==> config.mk <==
export PLATFORM = sky130hd
export DESIGN_NAME = rda_seq_ctrl_flat
export DESIGN_NICKNAME = d
export VERILOG_FILES = /design/src/rtl/rda_pkg.sv /design/src/rtl/rda_seq_ctrl_if.sv /design/src/rtl/rda_kpg_stage.sv /design/src/rtl/rda_seq_ctrl.sv /design/src/flat_wrapper.sv
export SDC_FILE = /design/constraint.sdc
export NUM_CORES = 1
export LEC_CHECK = 0
export CAP_MARGIN = 20
export CORE_ASPECT_RATIO = 0.9
export CORE_MARGIN = 2
export CORE_UTILIZATION = 45
export CTS_CLUSTER_DIAMETER = 50
export CTS_CLUSTER_SIZE = 24
export DETAILED_ROUTE_END_ITERATION = 12
export PLACE_DENSITY = 0.7
export SYNTH_ARGS = -nofsm -noshare
export SYNTH_HDL_FRONTEND = slang
export SYNTH_SLANG_ARGS = --single-unit
==> constraint.sdc <==
create_clock -name clk -period 1.7 [get_ports clk]
set_input_delay 0.255 -clock clk [delete_from_list [all_inputs] [get_ports clk]]
set_output_delay 0.255 -clock clk [all_outputs]
set_load 0.05 [all_outputs]
**Sequential cells colored by netlist name**

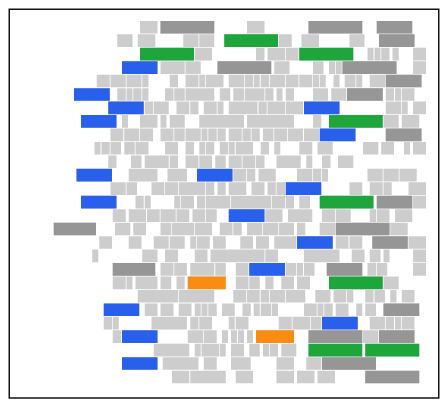
Blue shows `u_core.kpg_q`, flops 17. Orange shows `u_core.state_q`, flops 2. Green shows `u_core.beff_q`, flops 8.
Another 20 sequential cells are not colored.
share of the final layout cell area in sequential cells: 0.3065
Power Sequential: 1.34 mW
share of the core filled with cells: 0.6028

**M4 wires**

Bar = 20 um. Supply wires on this layer in gray.
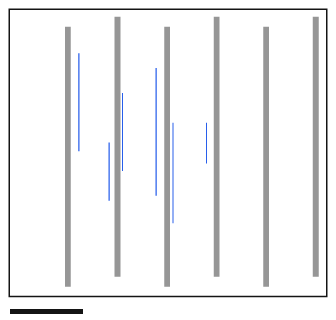
The layer holds 1.8% of the routed length. The layer carries 136 um of wire.
routed vias: 2533
total detailed-routing wirelength: 7.594 mm

==> metrics.log <==
[metrics] run summary
INFO  metric run_status = completed
INFO  metric enable_flop_cells = 16
INFO  metric row_count = 27
INFO  metric yosys-top-cells-area = dfxtp_1 (22%), edfxtp_1 (17%), a21oi_1 (4.7%)
INFO  metric synthFlopType = dfxtp_1
INFO  metric synth.yosys.seq_area_share = 0.3991
INFO  metric h_tree_depth = 2
INFO  metric setup_slack = about 0.0014 ns
INFO  metric first_global_vias = ~2.2k
INFO  metric pin_count = 35
INFO  metric gp_routability_congestion = around 0.86
INFO  metric timing.setup.critical_path_class = flip-flop to flip-flop
INFO  metric n_fill_cell = just over 500
INFO  metric i_o_buffers = 34
INFO  metric cts_buffers = 5
INFO  metric synth_chip_area = between 2000 and 3000 um^2
INFO  metric critical_path.startpoint_type = flip-flop
INFO  metric power.static_leakage = 1.326 nW
INFO  metric fp.dieArea = 6774 um^2
INFO  metric maxSlewViolCount = 0
INFO  metric timing.critical_path.slowest_stage_cell = maj3_1
INFO  metric seq_area = between 1000 and 1500 um^2
INFO  metric synth.ff_latch_count = 47
INFO  metric ordered_list_of_cells_on_the_worst_path = buf_12, buf_4, buf_4, mux2i_1, o21ai_0, maj3_1, a21oi_2, nor3_1
INFO  metric cp.arrival = approximately 1.9 ns
INFO  metric avgSynthCellArea = slightly above 9 um^2
INFO  metric timing.critical_path.mode_cell = buf_4
INFO  metric hold_ws = 0.4581 ns
INFO  metric antenna_cells = 0
INFO  metric critical-path-max-stage-delay = a little under 0.4 ns
INFO  metric fin_worst_skew = 0.006631 ns
INFO  metric vdd_drop_max = about 0.43 mV
INFO  metric finalWorstPathRequiredPeriod = about 1.7 ns
INFO  metric worstPathMaxFanout = 7
INFO  metric synth.yosys.warnings = 0
INFO  metric synthDominantCellAreaShare = 0.2249
INFO  metric regToRegSetupSlack = approximately 0.0014 ns
INFO  metric dr.pass1.iters = 7
INFO  metric tritoncts = yes
INFO  metric most_frequent_logic_cell_in_the_layout = buf_4
INFO  metric stage_log_warnings = 29
INFO  metric mi_logic_area = ~1500 um^2
INFO  metric fin_crit_sh = 0.9991
metal layers:
layer | wire [um] | up-vias | part of all wire | global-route usage
li1 | - | 1216 | - | -
met3 | 469 | 14 | 0.062 | 0.02734
met5 | 0 | - | 0 | 0
met2 | 3583 | 101 | 0.47 | 0.3300
met1 | 3405 | 1202 | 0.45 | 0.3168
met4 | 136 | 0 | 0.018 | 0.06563
where the power goes:
group	leakage [nW]	switching [mW]	internal, mW	total (mW)
Sequential	0.410	0.0983	1.24	1.34
Combinational	0.861	0.390	0.370	0.760
Clock	0.0556	0.394	0.431	0.826
final cells by class:
class                           count  area share
Timing Repair Buffer               82      0.2040
Inverter                           11     0.01484
Sequential cell                    47      0.3065
Tap cell                           72     0.02485
Multi-Input combinational cell    218      0.4201
Clock buffer                        5     0.01899
Clock inverter                      3     0.01070
critical path, delay by kind of cell, from the launching register on:
kind,cells,cell delay [ns]
multiplexers,1,0.14
adder cells (fa/ha/maj),1,0.39
flip-flops,1,0.37
AND-OR/OR-AND,2,0.26
buffers and inverters,3,0.38
AND/OR/NAND/NOR,1,0.06
through the flow:
step	utilization	cells	area, um^2	total power [mW]
2_1_floorplan	-	300	2808	1.802
3_3_place_gp	0.5578	420	3354	2.047
3_5_place_dp	0.5578	420	3354	2.060
4_1_cts	0.5776	429	3473	2.867
5_1_grt	0.6028	438	3625	3.050
6_report	0.6028	438	3625	2.929
cell families after synthesis:
family	synth area share
compound gates	0.2213
simple gates	0.1592
flops	0.3991
buf+inv	0.08571
xor+xnor	0.07937
mux	0.04309
fa+ha+maj	0.01224
repair_timing:
| item | in CTS | in global routing |
|---|---|---|
| pin swaps | 2 | 19 |
| endpoints found under the hold margin | 0 | 0 |
| buffers inserted | 1 | 9 |
| gates cloned | 0 | 1 |
| gates resized | 1 | 22 |
| setup endpoints to repair | 4 | 12 |
No activity file was given, so power comes from the tool's default toggle rates.
